**config.mk**
```make
export PLATFORM = sky130hd
export DESIGN_NAME = neuron_sequencer
export DESIGN_NICKNAME = d
export VERILOG_FILES = /design/src/rtl/nn_pkg.sv /design/src/rtl/neuron_out_quant.sv /design/src/rtl/neuron_sequencer.sv
export SDC_FILE = /design/constraint.sdc
export NUM_CORES = 1
export LEC_CHECK = 0
export ABC_AREA = 1
export CAP_MARGIN = 15
export CORE_MARGIN = 2
export CORE_UTILIZATION = 40
export DETAILED_ROUTE_END_ITERATION = 6
export PLACE_DENSITY = 0.76
export SLEW_MARGIN = 5
export SYNTH_ARGS = -nofsm -noshare
export SYNTH_HDL_FRONTEND = slang
export SYNTH_SLANG_ARGS = --single-unit
```
**constraint.sdc**
```tcl
create_clock -name clk -period 1.3 [get_ports clk]
set_clock_uncertainty 0.05 [all_clocks]
set_input_delay 0.26 -clock clk [delete_from_list [all_inputs] [get_ports clk]]
set_output_delay 0.26 -clock clk [all_outputs]
set_load 0.01 [all_outputs]
```
**src/rtl/nn_pkg.sv**
```systemverilog
// Shared types and helpers for the neuron sequencer datapath.
package nn_pkg;

  localparam int DEFAULT_DATA_WIDTH = 8;
  localparam int DEFAULT_ACC_WIDTH  = 18;

  typedef enum logic [2:0] {
    ST_IDLE,
    ST_CLEAR,
    ST_ACCUM,
    ST_DRAIN,
    ST_OUTPUT
  } seq_state_t;

  // Counter wide enough to hold values 0..n inclusive.
  function automatic int cnt_width(input int n);
    return $clog2(n + 1);
  endfunction

endpackage

```
**src/rtl/neuron_out_quant.sv**
```systemverilog
// Combinational right-shift and unsigned saturation of an accumulator
// value down to the output data width.
module neuron_out_quant
  import nn_pkg::*;
#(
  parameter int ACC_WIDTH  = DEFAULT_ACC_WIDTH,
  parameter int DATA_WIDTH = DEFAULT_DATA_WIDTH,
  parameter int OUT_SHIFT  = 0
) (
  input  logic [ACC_WIDTH-1:0]  acc,
  output logic [DATA_WIDTH-1:0] q
);

  logic [ACC_WIDTH-1:0] shifted;

  assign shifted = acc >> OUT_SHIFT;

  generate
    if (ACC_WIDTH > DATA_WIDTH) begin : g_sat
      // Any set bit above the output width means the value is out of range.
      assign q = (|shifted[ACC_WIDTH-1:DATA_WIDTH]) ? {DATA_WIDTH{1'b1}}
                                                     : shifted[DATA_WIDTH-1:0];
    end else begin : g_pass
      assign q = DATA_WIDTH'(shifted);
    end
  endgenerate

endmodule

```
**src/rtl/neuron_sequencer.sv**
```systemverilog
// Drives an accumulator MAC through clear/accumulate/capture for each neuron
// of a layer and presents the quantised results on a valid/ready port.
module neuron_sequencer
  import nn_pkg::*;
#(
  parameter int DATA_WIDTH = DEFAULT_DATA_WIDTH,
  parameter int ACC_WIDTH  = DEFAULT_ACC_WIDTH,
  parameter int N_INPUTS   = 16,
  parameter int N_NEURONS  = 8,
  parameter int OUT_SHIFT  = 0
) (
  input  logic                  clk,
  input  logic                  rst,
  input  logic                  start,
  output logic                  busy,
  output logic                  done,
  input  logic                  in_valid,
  output logic                  in_ready,
  input  logic [DATA_WIDTH-1:0] in_act,
  input  logic [DATA_WIDTH:0]   in_wgt,
  output logic                  mac_rst,
  output logic                  mac_en,
  output logic [DATA_WIDTH-1:0] mac_a,
  output logic [DATA_WIDTH:0]   mac_b,
  input  logic [ACC_WIDTH-1:0]  mac_result,
  output logic                  out_valid,
  input  logic                  out_ready,
  output logic [DATA_WIDTH-1:0] out_data,
  output logic [ACC_WIDTH-1:0]  out_raw
);

  localparam int BW = cnt_width(N_INPUTS);
  localparam int NW = cnt_width(N_NEURONS);
  localparam logic [BW-1:0] LAST_BEAT   = BW'(N_INPUTS - 1);
  localparam logic [NW-1:0] LAST_NEURON = NW'(N_NEURONS - 1);

  seq_state_t            state_q, state_d;
  logic [BW-1:0]         beat_cnt_q, beat_cnt_d;
  logic [NW-1:0]         neuron_cnt_q, neuron_cnt_d;
  logic [DATA_WIDTH-1:0] out_data_q, out_data_d;
  logic [ACC_WIDTH-1:0]  out_raw_q, out_raw_d;
  logic [DATA_WIDTH-1:0] quant_data;
  logic                  accum;

  neuron_out_quant #(
    .ACC_WIDTH (ACC_WIDTH),
    .DATA_WIDTH(DATA_WIDTH),
    .OUT_SHIFT (OUT_SHIFT)
  ) u_quant (
    .acc(mac_result),
    .q  (quant_data)
  );

  always_comb begin
    state_d      = state_q;
    beat_cnt_d   = beat_cnt_q;
    neuron_cnt_d = neuron_cnt_q;
    out_data_d   = out_data_q;
    out_raw_d    = out_raw_q;
    case (state_q)
      ST_IDLE: begin
        beat_cnt_d   = '0;
        neuron_cnt_d = '0;
        if (start) state_d = ST_CLEAR;
      end
      ST_CLEAR: begin
        beat_cnt_d = '0;
        state_d    = ST_ACCUM;
      end
      ST_ACCUM: begin
        if (in_valid) begin
          if (beat_cnt_q == LAST_BEAT) begin
            beat_cnt_d = '0;
            state_d    = ST_DRAIN;
          end else begin
            beat_cnt_d = beat_cnt_q + 1'b1;
          end
        end
      end
      ST_DRAIN: begin
        // The MAC output is registered, so the last beat is visible here.
        out_raw_d  = mac_result;
        out_data_d = quant_data;
        state_d    = ST_OUTPUT;
      end
      ST_OUTPUT: begin
        if (out_ready) begin
          if (neuron_cnt_q == LAST_NEURON) begin
            neuron_cnt_d = '0;
            state_d      = ST_IDLE;
          end else begin
            neuron_cnt_d = neuron_cnt_q + 1'b1;
            state_d      = ST_CLEAR;
          end
        end
      end
      default: state_d = ST_IDLE;
    endcase
  end

  always_ff @(posedge clk) begin
    if (rst) begin
      state_q      <= ST_IDLE;
      beat_cnt_q   <= '0;
      neuron_cnt_q <= '0;
      out_data_q   <= '0;
      out_raw_q    <= '0;
    end else begin
      state_q      <= state_d;
      beat_cnt_q   <= beat_cnt_d;
      neuron_cnt_q <= neuron_cnt_d;
      out_data_q   <= out_data_d;
      out_raw_q    <= out_raw_d;
    end
  end

  assign accum     = (state_q == ST_ACCUM);
  assign busy      = (state_q != ST_IDLE);
  assign in_ready  = accum;
  assign mac_en    = accum && in_valid;
  assign mac_a     = accum ? in_act : '0;
  assign mac_b     = accum ? in_wgt : '0;
  assign mac_rst   = rst || (state_q == ST_CLEAR);
  assign out_valid = (state_q == ST_OUTPUT);
  assign out_data  = out_data_q;
  assign out_raw   = out_raw_q;
  // Pulses during the final output handshake; a reset in that cycle aborts it.
  assign done      = out_valid && out_ready && (neuron_cnt_q == LAST_NEURON) && !rst;

endmodule

```
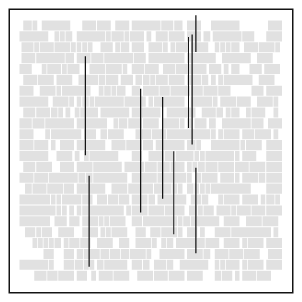
m4.png
(4 px per µm) Cells faint in the background.
The longest straight run is 30.6 µm. The layer holds 3.0% of the routed length. 9 nets have wire on it.

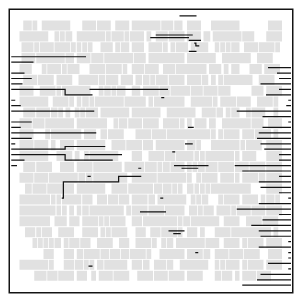
m3.png
(4 px per µm) Cells faint in the background.
The longest straight run is 20.9 µm. The layer holds 7.5% of the routed length. The layer carries 512 µm of wire. 71 nets have wire on it.
Via Count: 2254
routing usage on met3: 8.081%
sum of routed wire length over all layers: 6.794 mm

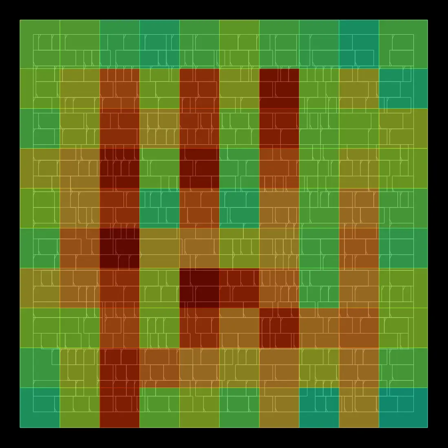
congestion_map.png
GRT Max-Usage Layer: met2
post-layout utilization of the core: 88.26%
routed wire length per instance: 14.87 µm
met1 GRT Util: 26.01%
total global routing track utilization: 23.79%

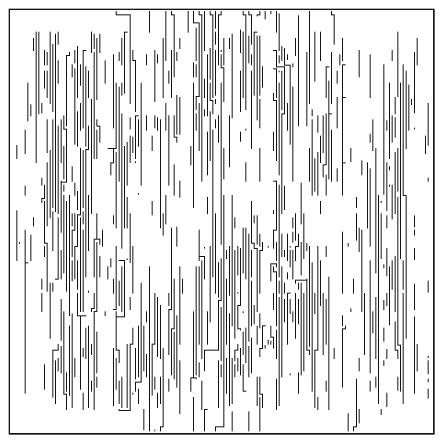
m2.png
(6 px per µm)
The wires run mostly vertical. The layer carries 3630 µm of wire. The layer holds 53% of the routed length. The longest straight run is 38.6 µm. 387 nets have wire on it.
met2 GRT Util: 43.40%

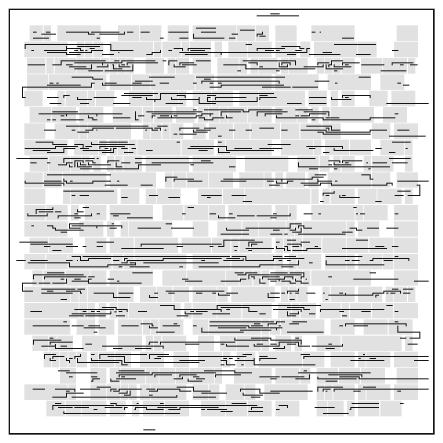
m1.png
(6 px per µm) Cells faint in the background.
394 nets have wire on it. The layer holds 36% of the routed length.

==> metrics.sh <==
RUN_STATUS='finished with violations'
VIOLATIONS='setup timing'
LAYOUT.FILLER_CELLS=212
R2R_CELLS=10
NUM-NETS-FINAL=446
COMB-CELL-SHARE_PCT=34.10
DRV_SLEW=0
MET3_WIRELENGTH_UM=511
CRITICAL_PATH_CLASS='flop to output pin'
POWER.COMBINATIONAL.FRACTION_PCT=48.1
FLOP_SHARE_OF_THE_AREA_PCT=20.57
DP_HPWL_MM=3.786
FINALINSTANCEAREA_MM2=0.003790
POSTPLACECELLAREA_MM2=0.003012
SYNTH.MOST_COMMON_CELL='sky130_fd_sc_hd__nor2_1'
DRT-VIAS-PER-INSTANCE=4.932
H_TREE_LEVEL_COUNT=2
FINALCLOCKPERIODUSAGE_PCT=124.6
DETAILEDROUTE.FIRSTPASSITERATIONCOUNT=4
SYN_AREA_MM2=0.001769
CLOCK_LATENCY_PS=290
ROUTE.LAYER.MET1.WL_MM=2.451
MAXIMUM_FANOUT_ENCOUNTERED_ON_THE_CRITICAL_TIMING_PATH=8
TOP_CELLS_BY_COUNT='sky130_fd_sc_hd__nor2_1, sky130_fd_sc_hd__nand2_1, sky130_fd_sc_hd__inv_1'
CTS.ROOT.BUFFER_CELL='sky130_fd_sc_hd__clkbuf_8'
LARGEST_REGISTER_FF_COUNT=18
LAYOUT.COMB_GATES.MULTI_INPUT=183
GLOBALROUTEOVERFLOWTOTAL=0
POWER.SWITCHING_mW=1.615
SLEW-LIMIT-HEADROOM_PCT=80.25
SYNTHMUXAREASHARE_PCT=0
SYNTH-EDFF-COUNT=0
CP_CELL_SEQUENCE='nor2_4, nand2_4, buf_16, nor2_2, buf_2'
WORSTPATHREQUIRED_PS=990
DETAILEDPLACE.WORSTSLACK_PS=-600.6
BUFFER_AREA_SHARE_PCT=36.25
LARGEST_AREA_CELL='sky130_fd_sc_hd__dfxtp_1'
INITCOREUTIL_PCT=41.20
DR.MAX_LAYER_USED='met4'
CTSHOLDBUFFERS=0
CRITICAL-PATH-MAX-STAGE-DELAY_PS=370
PG_COMB_mW=2.24
DR.FIRST_ITER.DRC_COUNT=113
TOP_CELL_AREA_SHARE_PCT=43.00
CLOCK_TREE.BUFFER_DEPTH=2
SETUP_VIOL_COUNT_FINAL=56
SYN2LAYOUT_AREA_GROWTH_PCT=114.2
N_SEQUENTIAL_CELL=38
GRT_START_MAX_NET_PINS=20
INSTANCE_COUNT_AFTER_PLACEMENT_WITH_TAP_CELLS_INCLUDED=433
POST_SYNTHESIS_AVERAGE_CELL_AREA_UM2=6.553
CP_NUM_BUF_INV=2
LAYOUT_TOP_CELLS='sky130_fd_sc_hd__nor2_1, sky130_fd_sc_hd__clkdlybuf4s50_1, sky130_fd_sc_hd__nor2_4, sky130_fd_sc_hd__inv_1, sky130_fd_sc_hd__buf_6'
SETUP_WS_PS=-320.3
FINISH.CELL_COUNT_WITHOUT_FILLERS=457
INITIAL_ANTENNA_VIOLATION_COUNT=0
DIE_W_UM=70.51
P_SW_SHARE_PCT=34.67
SYNTH-CELLS-YOSYS=270
FINAL_ANTENNA_NET_COUNT=0
FP.DIEH_UM=70.51
NUMBER_OF_STORAGE_ELEMENTS_IN_THE_SYNTHESIS_NETLIST=38
MAX_SLEW.WORST_PIN.SLEW_PS=295.9
POST_SYNTHESIS_SEQUENTIAL_AREA_RATIO_PCT=43.00
NUM_TAP_CELLS=52
POSTCTSRESIZEDCELLS=188
CLK-POWER_uW=986
CLK_PIN_SLEW_WORST_PATHS_PS=70
